<file path="src/rtl/fetch_queue.sv">
// ============================================================================
// fetch_queue : instruction prefetch FIFO between fetch and decode
// Rev 1.0
// ============================================================================
`default_nettype none

module fetch_queue #(
  parameter int DEPTH = 4,
  parameter int PTR_W = 2
) (
  input  logic             clock_i,
  input  logic             reset_i,
  input  logic             flush_i,
  input  logic             in_valid_i,
  input  logic [31:0]      in_pc_i,
  input  logic [31:0]      in_instr_i,
  output logic             in_ready_o,
  output logic             out_valid_o,
  input  logic             out_ready_i,
  output logic [31:0]      out_pc_o,
  output logic [31:0]      out_pc_plus4_o,
  output logic [31:0]      out_instr_o,
  output logic [PTR_W:0]   count_o
);

  localparam logic [PTR_W:0]   C_FULL_CNT = (PTR_W + 1)'(DEPTH);
  localparam logic [PTR_W-1:0] C_PTR_ONE  = PTR_W'(1);
  localparam logic [PTR_W:0]   C_CNT_ONE  = (PTR_W + 1)'(1);

  logic [31:0]      pc_mem_q    [DEPTH];
  logic [31:0]      instr_mem_q [DEPTH];
  logic [PTR_W-1:0] wr_ptr_q, wr_ptr_d;
  logic [PTR_W-1:0] rd_ptr_q, rd_ptr_d;
  logic [PTR_W:0]   count_q,  count_d;
  logic             w_push, w_pop;

  // Readiness derives only from registered count: no push-through when full.
  assign in_ready_o  = (count_q != C_FULL_CNT);
  assign out_valid_o = (count_q != '0);
  assign w_push      = in_valid_i && in_ready_o;
  assign w_pop       = out_valid_o && out_ready_i;

  always_comb begin
    wr_ptr_d = wr_ptr_q;
    rd_ptr_d = rd_ptr_q;
    count_d  = count_q;
    if (flush_i) begin
      wr_ptr_d = '0;
      rd_ptr_d = '0;
      count_d  = '0;
    end else begin
      if (w_push) wr_ptr_d = wr_ptr_q + C_PTR_ONE;
      if (w_pop)  rd_ptr_d = rd_ptr_q + C_PTR_ONE;
      if (w_push && !w_pop)      count_d = count_q + C_CNT_ONE;
      else if (w_pop && !w_push) count_d = count_q - C_CNT_ONE;
    end
  end

  always_ff @(posedge clock_i) begin
    if (reset_i) begin
      wr_ptr_q <= '0;
      rd_ptr_q <= '0;
      count_q  <= '0;
    end else begin
      wr_ptr_q <= wr_ptr_d;
      rd_ptr_q <= rd_ptr_d;
      count_q  <= count_d;
    end
  end

  // Storage needs no reset; stale contents are masked by count.
  always_ff @(posedge clock_i) begin
    if (w_push && !flush_i && !reset_i) begin
      pc_mem_q[wr_ptr_q]    <= in_pc_i;
      instr_mem_q[wr_ptr_q] <= in_instr_i;
    end
  end

  assign out_pc_o       = out_valid_o ? pc_mem_q[rd_ptr_q]    : 32'h0000_0000;
  assign out_instr_o    = out_valid_o ? instr_mem_q[rd_ptr_q] : 32'h0000_0000;
  assign out_pc_plus4_o = out_pc_o + 32'd4;
  assign count_o        = count_q;

endmodule

`default_nettype wire

</file>
<file path="config.mk">
export PLATFORM = sky130hd
export DESIGN_NAME = fetch_queue
export DESIGN_NICKNAME = d
export VERILOG_FILES = /design/src/rtl/fetch_queue.sv
export SDC_FILE = /design/constraint.sdc
export NUM_CORES = 1
export LEC_CHECK = 0
export CORE_UTILIZATION = 54
export DETAILED_ROUTE_END_ITERATION = 12
export PLACE_DENSITY = 0.8
export REMOVE_ABC_BUFFERS = 1
export SLEW_MARGIN = 5
export SYNTH_ARGS = -nofsm -noshare
export SYNTH_HDL_FRONTEND = slang
export SYNTH_SLANG_ARGS = --single-unit
export TNS_END_PERCENT = 50
</file>
<file path="constraint.sdc">
create_clock -name clock_i -period 3.95 [get_ports clock_i]
set_input_delay 1.185 -clock clock_i [delete_from_list [all_inputs] [get_ports clock_i]]
set_output_delay 1.185 -clock clock_i [all_outputs]
set_load 0.05 [all_outputs]
</file>
### Sequential cells coloured by netlist name

Other sequential cells in the stronger grey, the rest of the logic in the fainter grey.
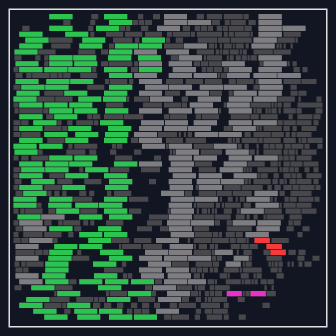
Magenta marks rd_ptr_q, flops 2. Green marks instr_mem_q, flops 128. Red marks count_o, flops 3.
Another 132 sequential cells are not coloured.

### Logic cells by family

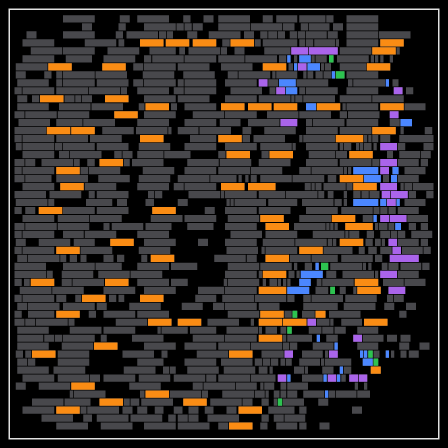
Green marks aoi and oai cells, cells 9. Purple marks xor and xnor cells, cells 30. Blue marks nor cells, cells 34, where a vertical strip on the right. Orange marks mux cells, cells 75, where widely spread.

### The clock network

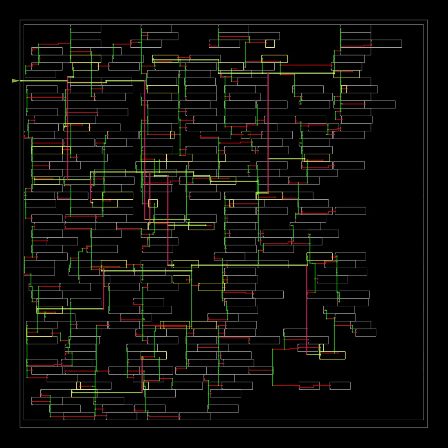
# clock sinks: 265
clock buffers: 28
P_clk: 2.47 mW
Setup Skew: 20.28 ps
Latency at later pin: 530 ps

### Close-up of the layout

Region (11, 84) to (61, 134) um. Cells in grey, sequential cells in the stronger grey; small squares are vias.
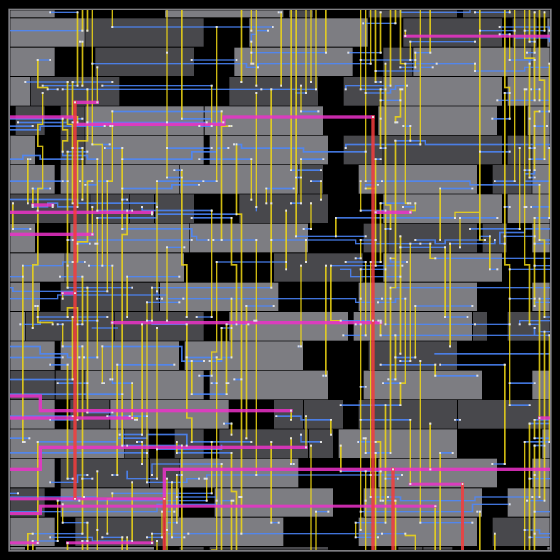
Red marks M4. Yellow marks M2. Magenta marks M3. Blue marks M1.
82 logic cells have their middle in the window. Netlist names of flops here include instr_mem_q (37). Sequential cells in the window: 37. Most frequent: edfxtp_1 (37), mux4_2 (12), and2_1 (10).

### PDN straps and rails

Pins as bars on the die edge.
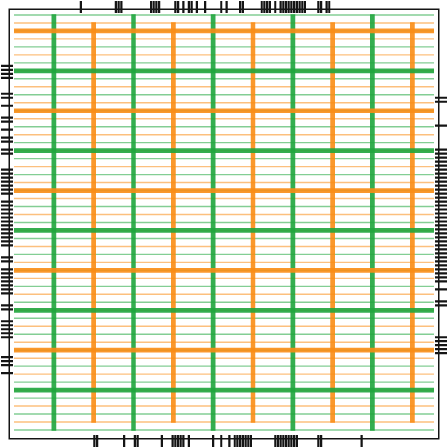
Orange marks VDD. Green marks VSS.
53 met1 rails follow the rows. The core has 52 rows.

[state kept, by name (all words and copies together), names as in the netlist, named ones only]
| name | count |
|---|---|
| pc_mem_q | 128 |
| count_o | 3 |
| instr_mem_q | 128 |
| wr_ptr_q | 2 |
| rd_ptr_q | 2 |
[cells by family after synthesis]
family	count (synthesis)
simple gates	175
fa+ha+maj	7
xor+xnor	30
buf+inv	40
flops	265
compound gates	10
mux	75
[critical path: cells and delay by family, from the launching register on]
kind / cells / cell delay [ps]
xor+xnor: 1 / 180
mux: 1 / 600
buf+inv: 3 / 640
simple gates: 3 / 670
flops: 1 / 410
[per-stage QoR]
step / util / area [um^2]
floorplan: - / 11020
global placement: 0.6687 / 13530
detailed placement: 0.6687 / 13530
CTS: 0.7273 / 14720
global route: 0.7365 / 14900
finish: 0.7365 / 14900
[layout make-up]
cell class / instances / area (um^2)
sequential: 265 / 7875
fill: 1168 / 5331
multi-input combinational: 297 / 3327
timing repair buffer: 217 / 2457
clock buffer: 28 / 658.1
tap: 270 / 337.8
clock inverter: 16 / 202.7
inverter: 12 / 45.04
[final timing paths]
| path | endpoint | start | cells past startpoint | slack, ps |
|---|---|---|---|---|
| max | out_pc_plus4_o[31] | flip-flop | 8 | -250 |
| min | count_o[2] | count_o[2] | 2 | 550 |
| max reg2reg | count_o[2] | count_o[0] | 10 | 1580 |
| min reg2reg | count_o[2] | count_o[2] | 2 | 550 |
[power by group through the flow]
stage	sequential [mW]	combinational, mW	clock (mW)
6_report	3.14	1.55	2.47
5_1_grt	3.14	1.61	2.60
4_1_cts	3.14	1.53	2.50
3_5_place_dp	3.20	1.48	0
3_3_place_gp	3.19	1.47	0
2_1_floorplan	3.23	0.839	0
[repair_timing]
action	CTS	global route
resized	40	28
buffers inserted	17	5
gates cloned	2	1
pin swaps	13	11
endpoints found under the setup margin	28	23
[layer usage]
layer	wire (um)	vias to the layer above
li1	-	2781
met5	41	-
met3	1862	45
met2	12390	252
met1	9313	3181
met4	431	6
[synth_stat cells]
| master | n |
|---|---|
| edfxtp_1 | 256 |
| mux4_2 | 63 |
| and2_1 | 57 |
| nand2_1 | 53 |
| nor2_1 | 25 |
| xor2_1 | 19 |
| clkbuf_1 | 13 |
| inv_1 | 12 |
| xnor2_1 | 11 |
| mux4_1 | 10 |
| dfxtp_1 | 9 |
| nand3_1 | 9 |
| buf_4 | 7 |
| ha_1 | 6 |
| and3_1 | 5 |
| buf_2 | 5 |
| o21ai_0 | 5 |
| nand4_1 | 4 |
| nor3_1 | 4 |
| or3_1 | 4 |
| a21oi_1 | 3 |
| and2_0 | 2 |
| buf_6 | 2 |
| mux2i_1 | 2 |
| nand4_4 | 2 |
| nor4_4 | 2 |
| nor4b_4 | 2 |
| and3b_1 | 1 |
| buf_1 | 1 |
| fa_1 | 1 |
| nand2b_1 | 1 |
| nand3b_1 | 1 |
| nand4b_1 | 1 |
| nor4_2 | 1 |
| o211a_1 | 1 |
| o211ai_1 | 1 |
| or2_2 | 1 |
==> out/qor.txt <==
Inserted Diodes: 0
MUX area fraction: 0.1523
Fin Setup TNS: -2824 ps
Crit path largest cell delay: 600 ps
clock root buffer: clkbuf_16
CTS Hold Bufs: 0
largest net degree at the start of global routing: 42
ao+oa area frac: 0.005151
Post-Synth XOR/XNOR Area: 0.02352
wirelength, routed: 24.04 mm
final setup fails: 21
failing checks: negative setup slack
most frequent logic cell in the layout: edfxtp_1
placed cells: 1036
Row Count: 52
Sw Pwr: 1.966 mW
commonest non-fill, non-tap cells in the layout: 256 x edfxtp_1, 84 x buf_4, 78 x clkdlybuf4s50_1
Simple Share, Synth: 0.08869
gr usage total: 0.2264
yosys cell count: 602
global-route wire length before repair: 36.87 mm
Hold Violations, Final: 0
fraction of power spent switching nets: 0.2750
MaxCap Viol Count: 0
first-pass detailed-route iteration total: 5
startpoint types: flip-flop
PwrDens: 479.8 nW/um^2
Post-Synthesis Cells: 602
met2 GRT Util: 0.3935
clk slew on worst S/H paths: 60 ps
initial antenna violation count: 4
wire per inst: 21.75 um
status: finished with violations
DR iter-0 viols: 326
mean post-synth cell area: 18.56 um^2
Die Wd: 145.8 um
setup slack at placement: 25.85 ps
H-Tree Depth: 1
slowest library cell on the worst path: mux4_2
fin cells: 1105
VDD IR max: 0.4571 mV
Gate power share: 0.216
slew at the pin closest to its max-slew limit: 533.2 ps
crit path kind: reg2out
Final Worst Setup Slack: -253.7 ps
TritonCTS clock tree: yes
Die ar.: 21270 um^2
grt met1 use: 0.2814
layout cells sized above 1: 0.3461
Clock Path Buffers: 3
Num CTS Buffers: 26
IO Pins: 170
post-DP HPWL: 14.80 mm
Crit. End Element: output port
Required @ worst endpoint: 2760 ps
Seq pwr share: 0.439
Mapped Area: 11170 um^2
Top cell area share: 0.6880
drt via density: 5.670
worst-path fanout max: 7
Clk pwr share: 0.345
fp_density: 0.5522
crit path cell chain: buf_12, mux4_2, nor4b_4, nand4_4, buf_6, nor3_4, xor2_1, bufbuf_16
busiest grt layer: met2
YS warnings: 0
total congestion overflow: 0
Hold Path Class: reg2reg
fmax: 0.2379 GHz
DRC viols: 0
CP Data Arrival Time: 3020 ps
Tmin final: 4204 ps
comb area leader: multiplexers
gpl congestion: 0.8381
CORE AREA: 20230 um^2
Int Power: 5.184 mW
static leakage: 5.183 nW
Final nets: 895
biggest area cells: edfxtp_1 69%, mux4_2 13%, and2_1 3.2%
#FFs+latches synth: 265
routed vias: 6265
GR Util met3: 0.06144
overall power: 7.150 mW
Adder Share, Synth: 0.008511
dominant cell type by area after synthesis: edfxtp_1
Cell Type Count: 37
Routed Antenna Nets: 0
YS chip area: 11170 um^2
Tool Warnings: 30
Hold Slack: 547.6 ps
Max Slew Vio Count: 0
RSZ-0062 raised after global routing: true
max_slew headroom: 0.6434
die height: 145.8 um
Final period util: 1.064
part of the Yosys area used for sequential elements: 0.7041
PortBufs: 169
number of global-route vias before repair: 6764
synth-to-layout area growth: 33.38%
Power and IR drop assume default switching activity.
